[src/rtl/glitc_intercom_pkg.sv]
`default_nettype none
// ============================================================================
//  Package     : glitc_intercom_pkg
//  Description : Shared definitions for the GLITC intercom deserializer
//                alignment logic. It holds the alignment FSM state encoding,
//                the IDELAY tap width, the maximum tap, and the eye-centre
//                helper.
//  Revision    : 1.0 - initial release
// ============================================================================
package glitc_intercom_pkg;

   // IDELAY tap geometry
   localparam int               c_tap_w    = 5;
   localparam logic [c_tap_w-1:0] c_max_tap = 5'd31;

   // The eye centre is summed one bit wider so first+last cannot overflow
   localparam int               c_center_w = c_tap_w + 1;

   typedef enum logic [3:0] {
      IDLE        = 4'd0,
      LOAD        = 4'd1,
      SETTLE      = 4'd2,
      CHECK       = 4'd3,
      NEXT_TAP    = 4'd4,
      CENTER      = 4'd5,
      SLIP        = 4'd6,
      SLIP_SETTLE = 4'd7,
      SLIP_CHECK  = 4'd8,
      NEXT_LANE   = 4'd9,
      FINISH      = 4'd10
   } state_t;

   // Midpoint of the passing-tap run, truncated toward the lower tap
   function automatic logic [c_tap_w-1:0] center_tap(
      input logic [c_tap_w-1:0] first_good,
      input logic [c_tap_w-1:0] last_good
   );
      logic [c_center_w-1:0] sum;
      sum = {1'b0, first_good} + {1'b0, last_good};
      return c_tap_w'(sum >> 1);
   endfunction

endpackage : glitc_intercom_pkg
`default_nettype wire

[src/rtl/glitc_intercom_pattern_check.sv]
`default_nettype none
// ============================================================================
//  Module      : glitc_intercom_pattern_check
//  Description : Compares one deserialized nibble against a training word.
//                rot_match is high when the nibble equals any of the four
//                rotations of the pattern (correct sampling phase, arbitrary
//                word alignment). exact_match is high when the nibble equals
//                the pattern with no rotation (word alignment also correct).
//  Ports       : nibble      in  [3:0] lane data
//                pattern     in  [3:0] training word
//                rot_match   out       equals some rotation of pattern
//                exact_match out       equals pattern exactly
//  Revision    : 1.0 - initial release
// ============================================================================
module glitc_intercom_pattern_check (
   input  logic [3:0] nibble,
   input  logic [3:0] pattern,
   output logic       rot_match,
   output logic       exact_match
);

   // Pattern extended by three wrapped bits; each 4-bit window of it is
   // one rotation, so the four windows cover every alignment.
   logic [6:0] w_wrapped;
   logic [3:0] w_hit;

   assign w_wrapped = {pattern[2:0], pattern};

   for (genvar r = 0; r < 4; r++) begin : g_rot
      assign w_hit[r] = (nibble == w_wrapped[r +: 4]);
   end

   assign rot_match   = |w_hit;
   assign exact_match = w_hit[0];

endmodule : glitc_intercom_pattern_check
`default_nettype wire

[src/rtl/glitc_intercom_deser_align.sv]
`default_nettype none
// ============================================================================
//  Module      : glitc_intercom_deser_align
//  Description : Sequential per-lane IDELAY eye sweep and ISERDES word
//                alignment. Each lane is swept from tap 0 upward; a tap
//                passes when the lane shows a rotation of TRAIN_PATTERN for
//                MATCH_CYCLES consecutive cycles. The first contiguous run of
//                passing taps is the eye; its centre is loaded, and the lane
//                is then bitslipped until the nibble matches TRAIN_PATTERN
//                exactly (at most three slips).
//  Ports       : sysclk_i    in   clock (dataclk_div2 domain)
//                rst_i       in   asynchronous active-high reset
//                start_i     in   begin alignment (ignored while busy)
//                data_i      in   [4*NBITS] deserialized nibbles
//                load_o      out  [NBITS]   IDELAY load strobe
//                delay_o     out  [5*NBITS] IDELAY tap per lane
//                bitslip_o   out  [NBITS]   ISERDES bitslip pulse
//                busy_o      out  alignment in progress
//                done_o      out  one-cycle completion pulse
//                locked_o    out  [NBITS]   lane aligned
//                err_o       out  sticky: some lane failed
//                eye_width_o out  [6*NBITS] per-lane eye width
//                                 (only with GLITC_INTERCOM_DESER_ALIGN_STATS_EN)
//  Config      : `define GLITC_INTERCOM_DESER_ALIGN_STATS_EN adds eye_width_o
//  Revision    : 1.0 - initial release
// ============================================================================
module glitc_intercom_deser_align
   import glitc_intercom_pkg::*;
#(
   parameter int         NBITS         = 4,
   parameter logic [3:0] TRAIN_PATTERN = 4'b1100,
   parameter int         SETTLE_CYCLES = 16,
   parameter int         MATCH_CYCLES  = 64
) (
   input  logic                   sysclk_i,
   input  logic                   rst_i,
   input  logic                   start_i,
   input  logic [4*NBITS-1:0]     data_i,
   output logic [NBITS-1:0]       load_o,
   output logic [5*NBITS-1:0]     delay_o,
   output logic [NBITS-1:0]       bitslip_o,
   output logic                   busy_o,
   output logic                   done_o,
   output logic [NBITS-1:0]       locked_o,
`ifdef GLITC_INTERCOM_DESER_ALIGN_STATS_EN
   output logic [6*NBITS-1:0]     eye_width_o,
`endif
   output logic                   err_o
);

   localparam int c_lane_w  = (NBITS > 1) ? $clog2(NBITS) : 1;
   localparam int c_cnt_max = (SETTLE_CYCLES > MATCH_CYCLES) ? SETTLE_CYCLES : MATCH_CYCLES;
   localparam int c_cnt_w   = $clog2(c_cnt_max + 1);

   localparam logic [c_cnt_w-1:0]  c_settle_last = c_cnt_w'(SETTLE_CYCLES - 1);
   localparam logic [c_cnt_w-1:0]  c_match_last  = c_cnt_w'(MATCH_CYCLES - 1);
   localparam logic [c_lane_w-1:0] c_last_lane   = c_lane_w'(NBITS - 1);

   state_t                          r_state;
   state_t                          w_next;
   logic [c_lane_w-1:0]             r_lane;
   logic [c_lane_w-1:0]             w_lane_nxt;
   logic [c_tap_w-1:0]              r_tap;
   logic [c_tap_w-1:0]              r_first_good;
   logic [c_tap_w-1:0]              r_last_good;
   logic [c_tap_w-1:0]              w_center;
   logic [c_cnt_w-1:0]              r_cnt;
   logic [1:0]                      r_miss;
   logic                            r_have_pass;
   logic                            r_eye_closed;
   logic                            r_centered;
   logic [NBITS-1:0][c_tap_w-1:0]   r_delay;
   logic [NBITS-1:0]                r_locked;
   logic                            r_err;

   logic [3:0]                      w_lane_data [NBITS];
   logic [3:0]                      w_nibble;
   logic                            w_rot_match;
   logic                            w_exact_match;
   logic                            w_sweep_done;

   // ------------------------------------------------------------------------
   // Lane data selection and pattern comparison
   // ------------------------------------------------------------------------
   for (genvar g = 0; g < NBITS; g++) begin : g_lane
      assign w_lane_data[g] = data_i[4*g +: 4];
   end

   assign w_nibble = w_lane_data[r_lane];

   glitc_intercom_pattern_check u_pattern_check (
      .nibble      (w_nibble),
      .pattern     (TRAIN_PATTERN),
      .rot_match   (w_rot_match),
      .exact_match (w_exact_match)
   );

   // The sweep stops at the last tap (no wrap) or once the eye has closed
   assign w_sweep_done = (r_tap == c_max_tap) || r_eye_closed;
   assign w_center     = center_tap(r_first_good, r_last_good);
   assign w_lane_nxt   = r_lane + 1'b1;

   // ------------------------------------------------------------------------
   // FSM state register
   // ------------------------------------------------------------------------
   always_ff @(posedge sysclk_i or posedge rst_i) begin
      if (rst_i) begin
         r_state <= IDLE;
      end else begin
         r_state <= w_next;
      end
   end

   // ------------------------------------------------------------------------
   // FSM next state and strobes. Strobes decode from the registered state,
   // so load and bitslip are mutually exclusive and one-hot by lane.
   // ------------------------------------------------------------------------
   always_comb begin
      w_next    = r_state;
      load_o    = '0;
      bitslip_o = '0;
      busy_o    = 1'b1;
      done_o    = 1'b0;

      case (r_state)
         IDLE: begin
            busy_o = 1'b0;
            if (start_i) w_next = LOAD;
         end
         LOAD: begin
            load_o[r_lane] = 1'b1;
            w_next         = SETTLE;
         end
         SETTLE: begin
            // After the centre tap is loaded, settling leads to word alignment
            if (r_cnt == c_settle_last) w_next = r_centered ? SLIP_CHECK : CHECK;
         end
         CHECK: begin
            if (!w_rot_match || (r_cnt == c_match_last)) w_next = NEXT_TAP;
         end
         NEXT_TAP: begin
            w_next = w_sweep_done ? CENTER : LOAD;
         end
         CENTER: begin
            w_next = r_have_pass ? LOAD : NEXT_LANE;
         end
         SLIP: begin
            bitslip_o[r_lane] = 1'b1;
            w_next            = SLIP_SETTLE;
         end
         SLIP_SETTLE: begin
            if (r_cnt == c_settle_last) w_next = SLIP_CHECK;
         end
         SLIP_CHECK: begin
            // Three slips cover every rotation; a fourth miss fails the lane
            if (w_exact_match || (r_miss == 2'd3)) w_next = NEXT_LANE;
            else                                    w_next = SLIP;
         end
         NEXT_LANE: begin
            w_next = (r_lane == c_last_lane) ? FINISH : LOAD;
         end
         FINISH: begin
            busy_o = 1'b0;
            done_o = 1'b1;
            w_next = IDLE;
         end
         default: begin
            busy_o = 1'b0;
            w_next = IDLE;
         end
      endcase
   end

   // ------------------------------------------------------------------------
   // Datapath: lane/tap counters, eye tracking, per-lane results.
   // delay_o is updated on the transition into LOAD so that it is already
   // stable during the load strobe cycle.
   // ------------------------------------------------------------------------
   always_ff @(posedge sysclk_i or posedge rst_i) begin
      if (rst_i) begin
         r_lane       <= '0;
         r_tap        <= '0;
         r_first_good <= '0;
         r_last_good  <= '0;
         r_cnt        <= '0;
         r_miss       <= '0;
         r_have_pass  <= 1'b0;
         r_eye_closed <= 1'b0;
         r_centered   <= 1'b0;
         r_delay      <= '0;
         r_locked     <= '0;
         r_err        <= 1'b0;
      end else begin
         case (r_state)
            IDLE: begin
               if (start_i) begin
                  r_lane         <= '0;
                  r_tap          <= '0;
                  r_cnt          <= '0;
                  r_miss         <= '0;
                  r_have_pass    <= 1'b0;
                  r_eye_closed   <= 1'b0;
                  r_centered     <= 1'b0;
                  r_locked       <= '0;
                  r_err          <= 1'b0;
                  r_delay[0]     <= '0;
               end
            end
            SETTLE, SLIP_SETTLE: begin
               r_cnt <= (r_cnt == c_settle_last) ? '0 : r_cnt + 1'b1;
            end
            CHECK: begin
               if (!w_rot_match) begin
                  r_cnt <= '0;
                  // The first failure after a pass ends the eye
                  if (r_have_pass) r_eye_closed <= 1'b1;
               end else if (r_cnt == c_match_last) begin
                  r_cnt       <= '0;
                  r_last_good <= r_tap;
                  if (!r_have_pass) begin
                     r_first_good <= r_tap;
                     r_have_pass  <= 1'b1;
                  end
               end else begin
                  r_cnt <= r_cnt + 1'b1;
               end
            end
            NEXT_TAP: begin
               if (!w_sweep_done) begin
                  r_tap           <= r_tap + 1'b1;
                  r_delay[r_lane] <= r_tap + 1'b1;
               end
            end
            CENTER: begin
               if (r_have_pass) begin
                  r_tap           <= w_center;
                  r_delay[r_lane] <= w_center;
                  r_centered      <= 1'b1;
                  r_miss          <= '0;
               end else begin
                  r_err <= 1'b1;
               end
            end
            SLIP_CHECK: begin
               if (w_exact_match) begin
                  r_locked[r_lane] <= 1'b1;
               end else if (r_miss == 2'd3) begin
                  r_err <= 1'b1;
               end else begin
                  r_miss <= r_miss + 1'b1;
               end
            end
            NEXT_LANE: begin
               r_cnt        <= '0;
               r_miss       <= '0;
               r_have_pass  <= 1'b0;
               r_eye_closed <= 1'b0;
               r_centered   <= 1'b0;
               if (r_lane != c_last_lane) begin
                  r_lane              <= w_lane_nxt;
                  r_tap               <= '0;
                  r_delay[w_lane_nxt] <= '0;
               end
            end
            default: begin
            end
         endcase
      end
   end

   assign delay_o  = r_delay;
   assign locked_o = r_locked;
   assign err_o    = r_err;

`ifdef GLITC_INTERCOM_DESER_ALIGN_STATS_EN
   // ------------------------------------------------------------------------
   // Eye width per lane, written when the lane locks; failed lanes keep 0
   // because every start clears the whole vector.
   // ------------------------------------------------------------------------
   logic [NBITS-1:0][5:0] r_eye_width;

   always_ff @(posedge sysclk_i or posedge rst_i) begin
      if (rst_i) begin
         r_eye_width <= '0;
      end else if ((r_state == IDLE) && start_i) begin
         r_eye_width <= '0;
      end else if ((r_state == SLIP_CHECK) && w_exact_match) begin
         r_eye_width[r_lane] <= {1'b0, r_last_good} - {1'b0, r_first_good} + 6'd1;
      end
   end

   assign eye_width_o = r_eye_width;
`else
   // Eye-width statistics are not built in this configuration.
`endif

endmodule : glitc_intercom_deser_align
`default_nettype wire
[config.mk]
export PLATFORM = sky130hd
export DESIGN_NAME = glitc_intercom_deser_align
export DESIGN_NICKNAME = d
export VERILOG_FILES = /design/src/rtl/glitc_intercom_pkg.sv /design/src/rtl/glitc_intercom_pattern_check.sv /design/src/rtl/glitc_intercom_deser_align.sv
export SDC_FILE = /design/constraint.sdc
export NUM_CORES = 1
export LEC_CHECK = 0
export CAP_MARGIN = 20
export CORE_ASPECT_RATIO = 0.8
export CORE_UTILIZATION = 30
export CTS_CLUSTER_DIAMETER = 200
export DETAILED_ROUTE_END_ITERATION = 7
export DONT_BUFFER_PORTS = 1
export PLACE_DENSITY_LB_ADDON = 0.15
export SLEW_MARGIN = 0
export SYNTH_ARGS = -nofsm -noshare
export SYNTH_HDL_FRONTEND = slang
export SYNTH_SLANG_ARGS = --single-unit
[constraint.sdc]
create_clock -name sysclk_i -period 4.3 [get_ports sysclk_i]
set_input_delay 0.645 -clock sysclk_i [delete_from_list [all_inputs] [get_ports sysclk_i]]
set_output_delay 0.645 -clock sysclk_i [all_outputs]
set_load 0.1 [all_outputs]
**Run 1: placed standard cells**

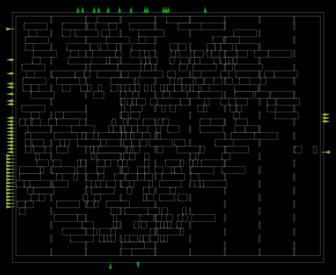
Final Util: 35.5%
tap cells: 148
Row Count: 35

**Run 1: sizing map**

Bar = 20 microns.
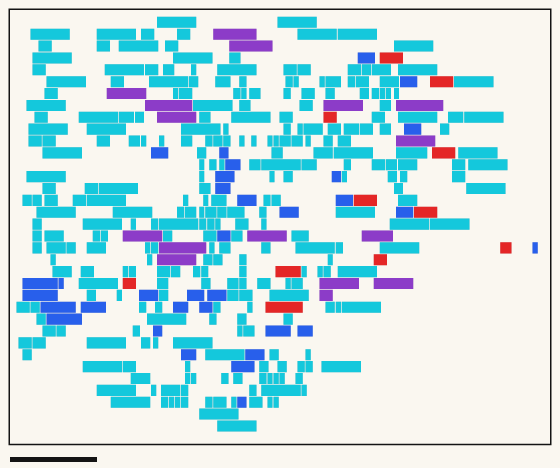
[purple] drive 6 and up | cells: 16 | share: 4.6%
[red] drive 3 to 4 | cells: 11 | share: 3.2%
[blue] drive 2 | cells: 33 | share: 9.5%
[cyan] drive 1 or less | cells: 289 | share: 83%
summed area of non-filler cells in the final layout: 0.00409 sq mm
post-layout worst setup margin: 1.05 ns
Synth-to-Final Area Change: 15.1%

==> writeup.txt, run 1 <==
The floorplan step set the die height to 99.4 microns. The met3 layer usage reported by global route was 4.70%. The final design was reported to hold multi-input combinational gates totalling 260.

According to the timing report, the critical path is launched from r_state[2]. Fill cells in the final layout number 1172. Leaving out buffers and inverters, the combinational logic in the layout accounts for 0.00200 sq mm. The number of non-filler instances in the completed layout was 497.

In the layout the commonest cells are 58 x dfrtp_1, 26 x nand2_1, 20 x nor2_1, 19 x a22o_1, 19 x a21oi_1. The layout buffering overhead excluding clock cells came out at 1.53%. After global routing, the most crowded layer is met1.

Of the total synthesized cell area, the portion taken by AND-OR and OR-AND cells is 21.8%. The tools report the fraction of met1 tracks used by global routing as 25.8%. The non-clock inverters instantiated in the layout total 12. For this run, the detailed router reports a per-instance via density of 5.51.

The combined global-route utilization of all metal layers is 17.0%. Along the worst path, the maximum fanout reaches 23. Tally of clock buffers in the finished layout: 9. The run finished with clean final reports. The die is 124 microns wide. Counting the warning lines in the Yosys log gives 0. The skew report gives the latency at the later pin of the worst-skew pair as 0.34 ns. Post-CTS timing repair inserted 0 buffers for setup. The HPWL reported at the end of detailed placement was 6920 microns; the post-synthesis instance area was 0.00356 sq mm. Per the OpenROAD power report, leakage power amounts to 1.84 nW. After the last flow step, the layout net total stands at 376.

The launching element type of the critical path is a register. The tightest slew margin relative to the limit is 26.1%, and the number of global-route vias before repair is 2733. STA on the placed design reports a worst setup slack of 1.43 ns. Summing over the stages, the warning tally comes to 29. At the pin with the least slew margin, the transition time is 1.11 ns. The dominant delay contributor by cell family on the critical path is simple AND/OR/NAND/NOR gates. Startpoint of the lowest-slack register-to-register path: r_tap[0]. Data required time at the worst endpoint: 3.65 ns.
**Run 1: sequential cells colored by netlist name**

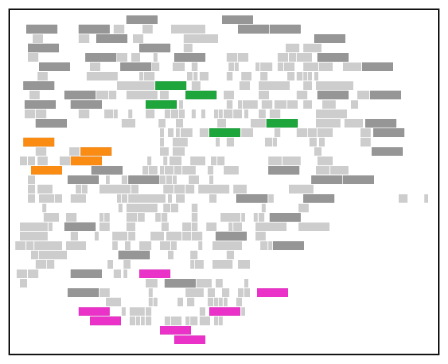
[green] `r_tap` | sequential cells: 5 | where: north
[magenta] `r_cnt` | sequential cells: 7
[orange] `locked_o` | sequential cells: 4 | where: west
not colored: 42
fraction of area in registers: 35.5%
area occupied by registers: 0.00145 sq mm
sequential logic power: 0.000886 W

==> run 1: where the power goes <==
group / switching, W / internal [W]
Combinational: 0.000562 / 0.000270
Clock: 0.000280 / 0.000571
Sequential: 0.000281 / 0.000605
Total: 0.00112 / 0.00145
==> run 1: synth_stat cells (2+ instances only) <==
cell | n | area, sq um
a31oi_1 | 2 | 12.5
mux4_2 | 4 | 90.1
o2bb2ai_1 | 3 | 26.3
clkbuf_1 | 5 | 18.8
buf_6 | 2 | 22.5
nor2b_1 | 9 | 56.3
dfrtp_1 | 58 | 1450
o21ai_1 | 8 | 40.0
nand2b_1 | 7 | 43.8
o22ai_1 | 2 | 12.5
o21ai_0 | 7 | 35.0
o32a_1 | 2 | 20.0
xnor2_1 | 2 | 17.5
a21o_1 | 9 | 67.6
o32ai_1 | 3 | 26.3
nor3b_1 | 4 | 30.0
a211oi_2 | 2 | 25.0
nand2_1 | 26 | 97.6
buf_2 | 6 | 30.0
mux2_2 | 6 | 67.6
xor2_1 | 6 | 52.6
a22oi_1 | 2 | 15.0
and2_1 | 5 | 31.3
and3b_1 | 3 | 26.3
a211o_1 | 3 | 26.3
mux2i_1 | 2 | 20.0
or3_1 | 3 | 18.8
and4bb_2 | 2 | 25.0
a22o_1 | 19 | 166
mux2_4 | 5 | 75.1
nor3_1 | 4 | 20.0
and3_1 | 7 | 43.8
nand3_1 | 8 | 40.0
inv_1 | 11 | 41.3
or2_2 | 3 | 18.8
nor2_1 | 21 | 78.8
a211oi_1 | 5 | 37.5
a21oi_1 | 19 | 95.1
ha_1 | 12 | 150
o21a_1 | 2 | 15.0
nor3_2 | 2 | 20.0
nand4_1 | 4 | 25.0
==> run 1: routing by layer <==
layer	vias to the layer above	share of wire, %
met1	1349	50
met5	-	0
met3	11	6.6
li1	1293	-
met4	0	1.4
met2	87	42
**Run 1: routed clock nets over the placement**

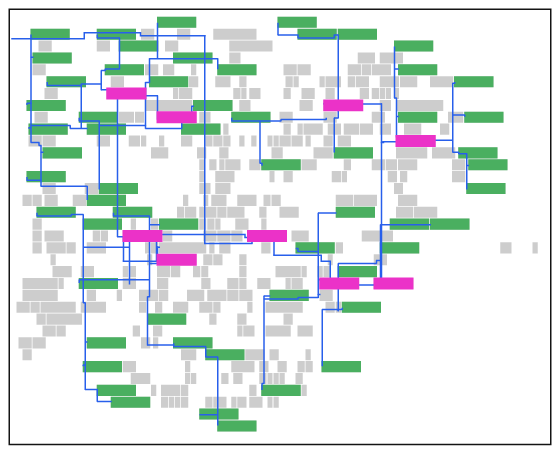

## Run 2: what changed since run 1
==> constraint.sdc (replaced) <==
create_clock -name sysclk_i -period 2.9 [get_ports sysclk_i]
set_input_delay 0.435 -clock sysclk_i [delete_from_list [all_inputs] [get_ports sysclk_i]]
set_output_delay 0.435 -clock sysclk_i [all_outputs]
set_load 0.1 [all_outputs]
**Run 2: routed clock nets over the placement**

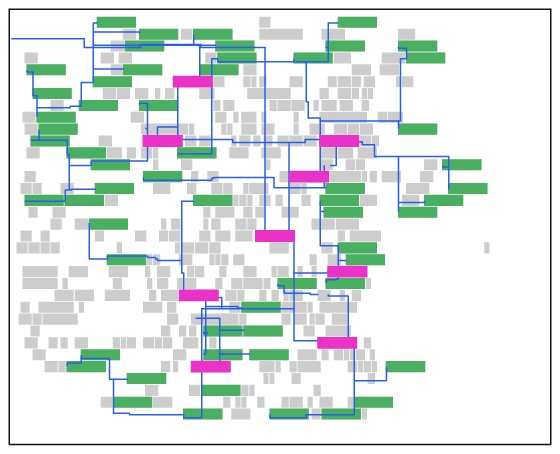
[blue] clock wires | length: 1000 microns
[magenta] cells driving clock nets | count: 9
[green] flip-flops | count: 58
routed clock nets: 10
clock share of power: 32.2%
Final Skew: 0.0136 ns

==> writeup.txt, run 2 <==
The run finished with clean final reports. Per the synth stats, the proportion of register bits with asynchronous set or reset is 100%. Combinational logic is responsible for 34.8% of the overall power. The data required time reported for the critical path is 3.12 ns. The count of fill cells added during filler insertion is 1131. Global routing consumed, over all layers together, 17.4% of the routing resources.

The launching element type of the critical path was a register. Global routing consumed, on the met1 layer, 26.4% of the routing resources. Registers are responsible for 32.9% of the overall power. In the final layout, the clock buffer count is 9. The number of global-route vias before repair is 2834. Per the layout area report, the combinational gate area comes to 0.00200 sq mm.

The dominant cell by count in the synthesized netlist is dfrtp_1. The tools report the clock latency on the worst-skew pair as 0.33 ns. According to the floorplan report, the die height is 99.4 microns. The data arrival time reported for the critical path is 2.98 ns. For reference, the most critical setup path is categorized as reg2reg.

For the area taken by flip-flops and latches, the log shows 0.00145 sq mm. Number of gates given a new drive strength after cts: 0. The sequential portion of the cell area works out to 34.2%. Once the floorplan was initialized, standard cells occupied 30.9% of the core. The script extracted a net switching power of 0.00169 W. The highest metal layer carrying signal wires in the routed design is met4. The global routing's busiest layer is met1. The met3 layer usage reported by global route is 4.59%. Setup repair after global routing left no endpoint under its margin. The largest total area in the synthesized netlist belongs to dfrtp_1.

The run gives 0 as the number of warnings printed during yosys synthesis. The number of warnings reported in the stage logs is 30. With the worst-path maximum fanout at 8, the number of nets at the end of the flow is 396.

With the part of the cycle the worst path needs at 95.1%, the count of input and output buffers is 0. Summed over its instances, the top area cell type makes up 40.8% of the synthesized netlist area. Across all hold checks on the routed design, the worst slack comes to 0.145 ns.

Row generation in the floorplan step produced 35 rows. The cell type taking the most area was multi-input combinational cells. The number of vias per cell was 5.47. A synthesized cell averages 10.3 sq um. The minimum clock period was 2.76 ns; the width of the die was 124 microns. The final layout contains routed wiring with a total length of 9930 microns.

The inverter tally of the final layout excluding the clock network was 12. Wire segments on met2 add up to 4260 microns in the final route. OpenSTA lists the critical path startpoint as r_tap[1].

The run gives 5.01% for the layout buffering overhead excluding clock cells. The main area contributors are dfrtp_1 41%, a22o_1 4.7%, ha_1 4.2%, nand2_1 2.7%, a21oi_1 2.7%. Once the clock tree was built, the setup fixing pass inserted 0 buffers. The share of total power consumed by net switching was 43.0%; the tightest slew margin relative to the limit was 36.2%. The leakage component of the power was reported as 1.94 nW.

The total number of multi-input combinational cells was 260. The detailed router reports a met3 wire length of 641 microns. Per the cell usage report, the commonest logic cells after layout are 58 x dfrtp_1, 26 x nand2_1, 21 x buf_4, 20 x nor2_1. The wire-length estimate of the detail-placed layout is 7270 microns.

The repair_antennas step left the layout with diodes totalling 0. Per the timing report, the most critical flop-to-flop path originates at r_tap[1]. For reference, the top cells by count after synthesis are 58 x dfrtp_1, 26 x nand2_1, 21 x nor2_1. The finished layout holds 517 standard cells, fillers aside. With the post-synthesis instance area at 0.00356 sq mm, the number of iterations in the first detailed-routing pass is 4. According to the floorplan report, the total die area is 0.0123 sq mm. With the post-route met1 wirelength at 4960 microns, the well-tap cell count is 148. The most used flip-flop cell is dfrtp_1.

With the number of sequential cells in the layout at 58, the total internal power is 0.00224 W. Looking at the max-slew report, the worst-margin pin has a slew of 0.957 ns.
**Run 2: sizing map**

Bar = 20 microns.
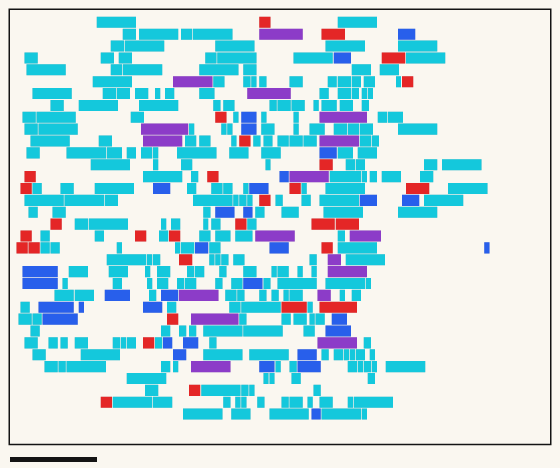
[red] drive 3 to 4 | cells: 30 | share: 8.1%
[purple] drive 6 and up | cells: 17 | share: 4.6%
[cyan] drive 1 or less | cells: 289 | share: 78%
[blue] drive 2 | cells: 33 | share: 8.9%
summed area of non-filler cells in the final layout: 0.00424 sq mm
Synth-to-Final Area Change: 19.4%
count of non-CTS buffers in the layout: 23
post-layout worst setup margin: 0.141 ns

-- run 2: cell types whose count changed in the layout (fill, tap and decap cells not counted) --
cell,delta
inv_6,+1
buf_4,+20
clkinv_4,-1
-- run 2: final timing paths --
check	slack (ns)	endpoint	depth (start not counted)
worst max-delay path	0.14	register	8
max in group asynchronous	2.02	async pin	2
worst max register to register	0.14	register	8
min in group sysclk_i	0.47	r_state[3]	3
worst min register to register	0.49	r_miss[0]	1
worst min-delay path	0.14	delay_o[0]	1
-- run 2: kinds of logic after synthesis --
logic type | share of synthesized area, %
flip-flops | 40.8
buffers and inverters | 3.38
AND-OR/OR-AND | 21.8
multiplexers | 7.11
XOR/XNOR | 2.43
AND/OR/NAND/NOR | 19.7
adder cells (fa/ha/maj) | 4.79
-- run 2: worst max-delay path, delay by kind of cell, from the launching register on --
kind / cells / cell delay [ns]
compound gates: 2 / 0.39
flops: 1 / 0.44
simple gates: 4 / 1.40
fa+ha+maj: 2 / 0.41
-- run 2: power by group through the flow --
stage / Combinational [W] / Sequential (W) / Clock (W)
floorplan: 0.00107 / 0.00119 / 0
global route: 0.00150 / 0.00132 / 0.00133
detailed placement: 0.00137 / 0.00131 / 0
CTS: 0.00138 / 0.00129 / 0.00129
finish: 0.00137 / 0.00130 / 0.00127
global placement: 0.00137 / 0.00131 / 0
-- run 2: stage by stage --
stage / power, W / setup WS (ns) / utilization (%) / area [sq um]
floorplan: 0.00227 / -0.481 / - / 3560
global placement: 0.00267 / 0.264 / 33.8 / 3890
detailed placement: 0.00267 / 0.197 / 33.8 / 3890
CTS: 0.00396 / 0.169 / 36.8 / 4240
global route: 0.00415 / 0.00266 / 36.8 / 4240
finish: 0.00393 / 0.141 / 36.8 / 4240
Power figures rest on the tool's default switching activity, not on a simulated workload.
